gate_families.png
Drawn at 3 px/um.
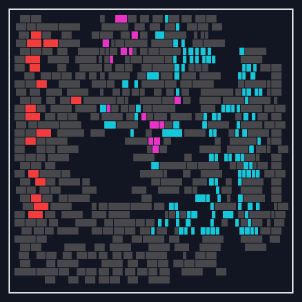
zoom.png
Region (35, 16) to (60, 41) um. Cells in gray, sequential cells in the stronger gray; small squares are vias.
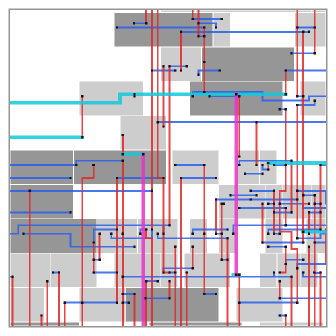
<file path="config.mk">
export PLATFORM = sky130hd
export DESIGN_NAME = mem_port_arbiter
export DESIGN_NICKNAME = d
export VERILOG_FILES = /design/src/rtl/mem_port_arbiter.sv
export SDC_FILE = /design/constraint.sdc
export NUM_CORES = 1
export LEC_CHECK = 0
export ABC_AREA = 0
export CAP_MARGIN = 15
export CORE_UTILIZATION = 37
export DETAILED_ROUTE_END_ITERATION = 16
export MAX_ROUTING_LAYER = met4
export PLACE_DENSITY = 0.84
export SKIP_LAST_GASP = 1
export SYNTH_ARGS = -nofsm -noshare
export SYNTH_HDL_FRONTEND = slang
export SYNTH_SLANG_ARGS = --single-unit
</file>
<file path="constraint.sdc">
create_clock -name clock -period 1.6 [get_ports clock]
set_input_delay 0.16 -clock clock [delete_from_list [all_inputs] [get_ports clock]]
set_output_delay 0.16 -clock clock [all_outputs]
set_load 0.02 [all_outputs]
</file>
<file path="src/rtl/mem_port_arbiter.sv">
// Arbitrates one single-port memory between instruction fetch (read-only) and the
// data stage (read/write, byte enable). Data wins ties until the streak limit is hit.
module mem_port_arbiter #(
  parameter int ADDR_W       = 16,
  parameter int DATA_W       = 16,
  parameter int MAX_D_STREAK = 4,
  parameter int TIMEOUT      = 15
) (
  input  logic              clock,
  input  logic              reset,
  input  logic              if_req,
  input  logic [ADDR_W-1:0] if_addr,
  output logic [DATA_W-1:0] if_rdata,
  output logic              if_valid,
  output logic              if_stall,
  input  logic              d_req,
  input  logic              d_we,
  input  logic              d_byte_en,
  input  logic [ADDR_W-1:0] d_addr,
  input  logic [DATA_W-1:0] d_wdata,
  output logic [DATA_W-1:0] d_rdata,
  output logic              d_valid,
  output logic              d_stall,
  output logic              mem_req,
  output logic              mem_we,
  output logic              mem_byte_en,
  output logic [ADDR_W-1:0] mem_addr,
  output logic [DATA_W-1:0] mem_wdata,
  input  logic [DATA_W-1:0] mem_rdata,
  input  logic              mem_ready,
  output logic              bus_error
);

  localparam int SW = $clog2(MAX_D_STREAK + 1);
  localparam int TW = $clog2(TIMEOUT + 1);
  localparam logic [SW-1:0] STREAK_MAX = SW'(MAX_D_STREAK);
  localparam logic [TW-1:0] T_LAST     = TW'(TIMEOUT - 1);

  typedef enum logic [1:0] {IDLE, BUSY_IF, BUSY_D} state_t;

  state_t            state, state_nxt;
  logic [SW-1:0]     streak;
  logic [TW-1:0]     tcnt;
  logic              if_elig, d_elig, grant_if, grant_d, done, abort;
  logic [DATA_W-1:0] result;

  // A request seen during its own valid pulse still belongs to the finished access.
  assign if_elig  = if_req & ~if_valid;
  assign d_elig   = d_req & ~d_valid;
  assign grant_d  = (state == IDLE) && d_elig && !(if_elig && streak == STREAK_MAX);
  assign grant_if = (state == IDLE) && if_elig && !grant_d;
  assign done     = (state != IDLE) && mem_ready;
  assign abort    = (state != IDLE) && !mem_ready && (tcnt == T_LAST);
  assign result   = abort ? '1 : (mem_we ? '0 : mem_rdata);

  always_ff @(posedge clock) begin
    if (!reset) state <= IDLE;
    else        state <= state_nxt;
  end

  always_comb begin
    state_nxt = state;
    case (state)
      IDLE: begin
        if (grant_d)       state_nxt = BUSY_D;
        else if (grant_if) state_nxt = BUSY_IF;
      end
      default: if (done || abort) state_nxt = IDLE;
    endcase
  end

  always_comb begin
    mem_req  = (state != IDLE);
    if_stall = if_req & ~if_valid;
    d_stall  = d_req & ~d_valid;
  end

  // Grant edge latches the winner; completion edge returns data and a one-cycle valid.
  always_ff @(posedge clock) begin
    if (!reset) begin
      streak      <= '0;
      tcnt        <= '0;
      mem_we      <= 1'b0;
      mem_byte_en <= 1'b0;
      mem_addr    <= '0;
      mem_wdata   <= '0;
      if_rdata    <= '0;
      if_valid    <= 1'b0;
      d_rdata     <= '0;
      d_valid     <= 1'b0;
      bus_error   <= 1'b0;
    end else begin
      if_valid <= 1'b0;
      d_valid  <= 1'b0;
      if (grant_d || grant_if) begin
        mem_we      <= grant_d & d_we;
        mem_byte_en <= grant_d & d_byte_en;
        mem_addr    <= grant_d ? d_addr : if_addr;
        mem_wdata   <= grant_d ? d_wdata : '0;
        tcnt        <= '0;
      end
      if (state == IDLE) begin
        if (grant_d && if_req)
          streak <= (streak == STREAK_MAX) ? streak : streak + 1'b1;
        else if (grant_if || !if_req)
          streak <= '0;
      end
      if (done || abort) begin
        if (state == BUSY_IF) begin
          if_rdata <= result;
          if_valid <= 1'b1;
        end else begin
          d_rdata <= result;
          d_valid <= 1'b1;
        end
        if (abort) bus_error <= 1'b1;
      end else if (state != IDLE) begin
        tcnt <= tcnt + 1'b1;
      end
    end
  end

endmodule

</file>
==> notes.md <==
Implementation numbers.

- The total of cells resized after clock tree synthesis is 7.
- The setup fix buffers added after clock tree synthesis is 0.
- The via count of the first global-routing pass came to 3074.
- The post-synthesis share of cell area spent on and-or and or-and gates is 0.1709.
- During synthesis, Yosys emitted a total of 0 warnings.
- The launch point of the critical path was reported as streak[0].
- The H-tree was split into 3 levels.
- The post-synthesis adder-cell area fraction is 0.01597.
- The timing report gives the worst reg2reg path a setup slack of -0.01 ns.
- The summed instance area of the synthesized netlist is 3134 um^2.
- The net count after synthesis is 421.
- Ranked by total cell area, the synthesized netlist is headed by dfxtp_1, nor2_1, nor3_1.
- The highest fanout seen on the critical path is 8.
- The insertion delay at the late pin of the worst-skew pair is 0.34 ns.
- The antenna diode count is 0.
- The script extracted a net switching power of 1.477 mW.
- The synthesis stats list as the most numerous cell dfxtp_1.
- The cell type with the highest aggregate area in the netlist is dfxtp_1.
- The leakage component of the power is 2.060 nW.
- The number of cells produced by synthesis is 346.
- Summing over every cut layer, the via total after detailed routing is 3090.
- After detailed placement, the design holds a cell count of 594.
- The initial antenna violation count came to 0.
- The checks that failed: setup timing.
- The switching power as a share of total power is 0.2829.
- The startpoint type of the worst setup path is a flip-flop.
- The area share of and/or/nand/nor cells after synthesis is 0.1924.
- Per the hold report, the tightest min-delay path originates at d_wdata[9].
- The number of standard cells reported by yosys is 346.
- The area fraction of the largest cell type after synthesis is 0.4982.
- The worst slack at placement is -0.3665 ns.
- The die is 94.04 um wide.
- The detailed-route wire length on metal 1 is 3793 um.
- The wire length per cell after detailed routing is 14.65 um.
- The run finished, with violations left.
- Across all setup checks in the final design, the least slack found is -0.01465 ns.
- The sum of overflow across all layers after global routing is 0.
- Per report_power, the Clock row totals 1.57 mW.
- The pin count of the biggest net entering global routing is 35.
- Per the finish-stage timing summary, setup violations number 2.
- The count of flip-flops with a built-in enable after synthesis is 0.
- After synthesis, the most frequently instantiated cells are dfxtp_1, nor2_1, nor3_1.
- The cell-mix breakdown from Yosys lists the XOR/XNOR area share as 0.002794.
## Picture notes: gate_families.png
- NOR gates: cyan (cells 113; most used nor2_1)
- NAND gates: magenta (cells 14; most used nand2b_1)
- multiplexers: red (cells 16; most used mux2i_1)

## Picture notes: zoom.png
- met4: magenta
- met1: blue
- met3: cyan
- met2: red
- sequential cells in the window: 8
- netlist names of flops here include: `mem_wdata` (4)
- most frequent: clkdlybuf4s50_1 (9), nor2_1 (8), dfxtp_1 (7)
- cells with their middle in the window: 39

## metal layers
| metal | vias to the layer above | GRT usage |
|---|---|---|
| met5 | - | - |
| met4 | 0 | 0.07821 |
| met3 | 13 | 0.03964 |
| met2 | 138 | 0.3558 |
| met1 | 1417 | 0.2422 |
| li1 | 1522 | - |
## critical path, stage by stage, from the launching register on
cell and delay, ns:
dfxtp_2 0.33, inv_2 0.08, ha_4 0.14, nand2_4 0.06
o211ai_4 0.36, clkbuf_16 0.24, mux2i_1 0.21, o2bb2ai_1 0.09
## flip-flops by register name, indices dropped and copies added (netlist names)
name,count
d_valid,1
mem_addr,16
mem_wdata,16
tcnt,4
mem_byte_en,1
if_valid,1
mem_we,1
state,2
bus_error,1
streak,3
d_rdata,16
if_rdata,16
## cells in the final DEF (no fill, tap or decap), types with 2 or more instances in the layout
cell type / count
clkbuf_16: 2
a22o_1: 18
dlygate4sd2_1: 3
o21ai_0: 3
nor3_1: 31
nor2_1: 71
nand2b_1: 5
buf_4: 23
buf_12: 5
inv_1: 19
dfxtp_1: 74
a21oi_1: 4
mux2i_2: 7
nor2_4: 2
inv_2: 4
clkdlybuf4s50_1: 139
buf_6: 2
o22ai_1: 16
mux2i_1: 9
clkbuf_8: 9
bufinv_16: 2
ha_4: 2
dfxtp_2: 4
nor2b_1: 2
nand3_1: 3
and3_1: 2
clkinv_2: 2
o2bb2ai_1: 15
o21a_1: 2
nand2_1: 3
nor2_2: 2
ha_1: 2
nor3_2: 2
## area by class of cell
| class | instances | area [um^2] |
|---|---|---|
| fill | 670 | 2987 |
| timing repair buffer | 174 | 1763 |
| sequential | 78 | 1567 |
| multi-input combinational | 220 | 1469 |
| tap | 105 | 131.4 |
| clock buffer | 10 | 127.6 |
| clock inverter | 6 | 86.33 |
| inverter | 23 | 86.33 |
Power figures rest on the tool's default switching activity, not on a simulated workload.
